Figure 1. Pin map.
Pins as bars across the die edge, other pins in grey.
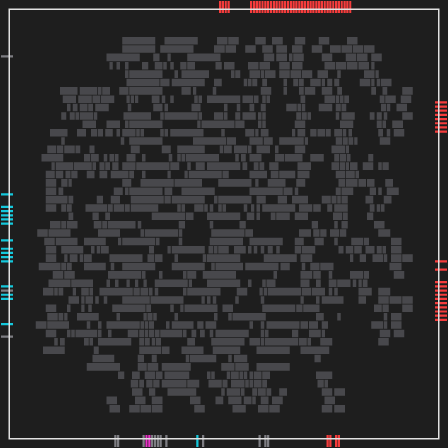
Figure 2. Metal 4.
Bar = 50 um.
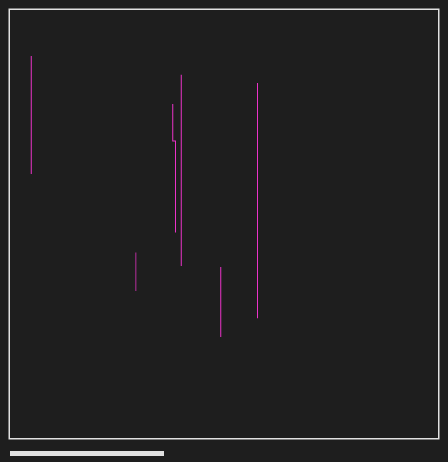
Figure 3. Clock wiring as the flow saved it.
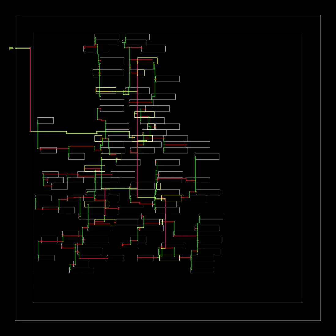
## src/rtl/iir_pkg.sv

```systemverilog
// Shared defaults and sample type for the multi-channel IIR scheduler.
// Optional build macro IIR_SCHED_SAT_EN selects saturating arithmetic in the top.
package iir_pkg;
  localparam int N_DEF        = 16;
  localparam int IIRCONST_DEF = 6;

  typedef logic signed [N_DEF-1:0] sample_t;
endpackage

```

## src/rtl/iir_channel_scheduler_arb.sv

```systemverilog
// Round-robin arbiter: the search starts one past the last granted channel.
module rr_arbiter #(
  parameter int NCH = 4,
  parameter int CW  = $clog2(NCH)
) (
  input  logic [NCH-1:0] req,
  input  logic [CW-1:0]  last_grant,
  output logic [NCH-1:0] grant
);
  logic          found;
  logic [CW-1:0] idx;

  always_comb begin
    grant = '0;
    found = 1'b0;
    idx   = '0;
    for (int i = 1; i <= NCH; i++) begin
      idx = CW'((int'(last_grant) + i) % NCH);
      if (!found && req[idx]) begin
        grant[idx] = 1'b1;
        found      = 1'b1;
      end
    end
  end
endmodule

```

## src/rtl/iir_channel_scheduler.sv

```systemverilog
// Multi-channel first-order IIR with one shared update datapath and round-robin input grant.
// Define IIR_SCHED_SAT_EN for a widened difference and saturated sum; default build wraps.
module iir_channel_scheduler
  import iir_pkg::*;
#(
  parameter int N        = N_DEF,
  parameter int NCH      = 4,
  parameter int IIRCONST = IIRCONST_DEF
) (
  input  logic                  clk,
  input  logic                  rst,
  input  logic [NCH-1:0]        in_valid,
  input  logic [NCH*N-1:0]      in_data,
  output logic [NCH-1:0]        in_ready,
  input  logic                  clr_valid,
  input  logic [$clog2(NCH)-1:0] clr_ch,
  output logic                  out_valid,
  input  logic                  out_ready,
  output logic [$clog2(NCH)-1:0] out_ch,
  output logic signed [N-1:0]   out_data
);
  localparam int CW = $clog2(NCH);

`ifdef IIR_SCHED_SAT_EN
  function automatic logic signed [N-1:0] sat(input logic signed [N+1:0] x);
    logic signed [N+1:0] hi, lo;
    hi = '0;
    hi[N-2:0] = '1;
    lo = '1;
    lo[N-2:0] = '0;
    if (x > hi)      sat = hi[N-1:0];
    else if (x < lo) sat = lo[N-1:0];
    else             sat = x[N-1:0];
  endfunction

  function automatic logic signed [N-1:0] iir_update(input logic signed [N-1:0] st,
                                                      input logic signed [N-1:0] x);
    logic signed [N:0]   d;
    logic signed [N+1:0] s;
    d = {x[N-1], x} - {st[N-1], st};
    d = d >>> IIRCONST;
    s = {{2{st[N-1]}}, st} + {d[N], d};
    iir_update = sat(s);
  endfunction
`else
  function automatic logic signed [N-1:0] iir_update(input logic signed [N-1:0] st,
                                                      input logic signed [N-1:0] x);
    logic signed [N-1:0] d;
    d = x - st;
    d = d >>> IIRCONST;
    iir_update = st + d;
  endfunction
`endif

  logic signed [N-1:0] state_q [NCH];
  logic [CW-1:0]       last_grant;
  logic [NCH-1:0]      clr_mask, req, grant;
  logic [CW-1:0]       gidx_p0;
  logic signed [N-1:0] upd_p0;
  logic                stall, clr_hit, xfer_p0;
  logic                vld_p1;
  logic [CW-1:0]       ch_p1;
  logic signed [N-1:0] data_p1;

  assign stall    = vld_p1 && !out_ready;
  assign clr_hit  = clr_valid && (int'(clr_ch) < NCH);
  assign clr_mask = clr_hit ? (NCH'(1) << clr_ch) : '0;
  // A cleared channel is masked so the clear never races a same-cycle update.
  assign req      = (rst && !stall) ? (in_valid & ~clr_mask) : '0;

  rr_arbiter #(.NCH(NCH), .CW(CW)) u_arb (
    .req        (req),
    .last_grant (last_grant),
    .grant      (grant)
  );

  assign in_ready = grant;
  assign xfer_p0  = |grant;

  always_comb begin
    gidx_p0 = '0;
    for (int i = 0; i < NCH; i++)
      if (grant[i]) gidx_p0 = CW'(i);
  end

  assign upd_p0 = iir_update(state_q[gidx_p0], in_data[gidx_p0*N +: N]);

  // Stage p0 -> p1: commit state and register the result.
  always_ff @(posedge clk) begin
    if (!rst) begin
      for (int i = 0; i < NCH; i++) state_q[i] <= '0;
      vld_p1     <= 1'b0;
      ch_p1      <= '0;
      data_p1    <= '0;
      last_grant <= CW'(NCH - 1);
    end else begin
      for (int i = 0; i < NCH; i++) begin
        if (clr_mask[i])   state_q[i] <= '0;
        else if (grant[i]) state_q[i] <= upd_p0;
      end
      if (xfer_p0) begin
        vld_p1     <= 1'b1;
        ch_p1      <= gidx_p0;
        data_p1    <= upd_p0;
        last_grant <= gidx_p0;
      end else if (out_ready) begin
        vld_p1 <= 1'b0;
      end
    end
  end

  assign out_valid = vld_p1;
  assign out_ch    = ch_p1;
  assign out_data  = data_p1;
endmodule
```

## config.mk

```make
export PLATFORM = sky130hd
export DESIGN_NAME = iir_channel_scheduler
export DESIGN_NICKNAME = d
export VERILOG_FILES = /design/src/rtl/iir_pkg.sv /design/src/rtl/iir_channel_scheduler_arb.sv /design/src/rtl/iir_channel_scheduler.sv
export SDC_FILE = /design/constraint.sdc
export NUM_CORES = 1
export LEC_CHECK = 0
export CORE_MARGIN = 8
export CORE_UTILIZATION = 40
export DETAILED_ROUTE_END_ITERATION = 10
export GPL_TIMING_DRIVEN = 0
export PLACE_DENSITY = 0.6
export SYNTH_ARGS = -nofsm -noshare
export SYNTH_HDL_FRONTEND = slang
export SYNTH_HIERARCHICAL = 1
export SYNTH_SLANG_ARGS = --single-unit
export TNS_END_PERCENT = 20
```

## constraint.sdc

```tcl
create_clock -name clk -period 21.2 [get_ports clk]
set_input_delay 4.24 -clock clk [delete_from_list [all_inputs] [get_ports clk]]
set_output_delay 4.24 -clock clk [all_outputs]
set_load 0.01 [all_outputs]
```

==> impl_metrics.ini <==
; implementation run metrics
[run_status]
status = finished, final reports clean

[clock_network]
cts_tree = done
path_clk_slew_ns = 0.06
cts_max_level = 3

[worst_setup_path]
arrival_ns = 14.09
startpoint = clr_valid
crit_end = state_q[2][14]
crit_family = AND-OR/OR-AND gates
cp.required_ns = 21.27

[grt]
grt_max_degree = 17
grt_antenna_before_repair = 0
grt_usage = 0.191
grt_pass1_vias = 5335

[synth]
xor_area_frac = 0.0513
syn_inst = 654

[layout]
layout_top_cells = nor2_1 (114), clkdlybuf4s50_1 (96), edfxtp_1 (64)
flops = 85

[worst_hold_path]
min_to = out_data[0]

[timing]
max_freq_mhz = 71.3
min_period_ns = 14.02

[detailed_routing]
drc_errors = 0
wl_met3_mm = 1.21

[floorplan]
dieWidth_um = 139

[placement]
io_buffers = 96
place.gp.congestion = 0.861
-- Figure 1 (at the start) --
| colour | port | pins | direction | edge |
|---|---|---|---|---|
| red | in_data | 64 | input | 40 north, 20 east, 4 south |
| magenta | clr_ch | 2 | input | south |
| cyan | out_data | 16 | output | 15 west, 1 south |
all pins by edge: 40 north, 20 east, 19 south, 18 west

-- Figure 2 (at the start) --
nets with wire on the layer: 4
main direction: vertical

-- Figure 3 (at the start) --
clock buffers: 10
final setup skew: 0.0137 ns

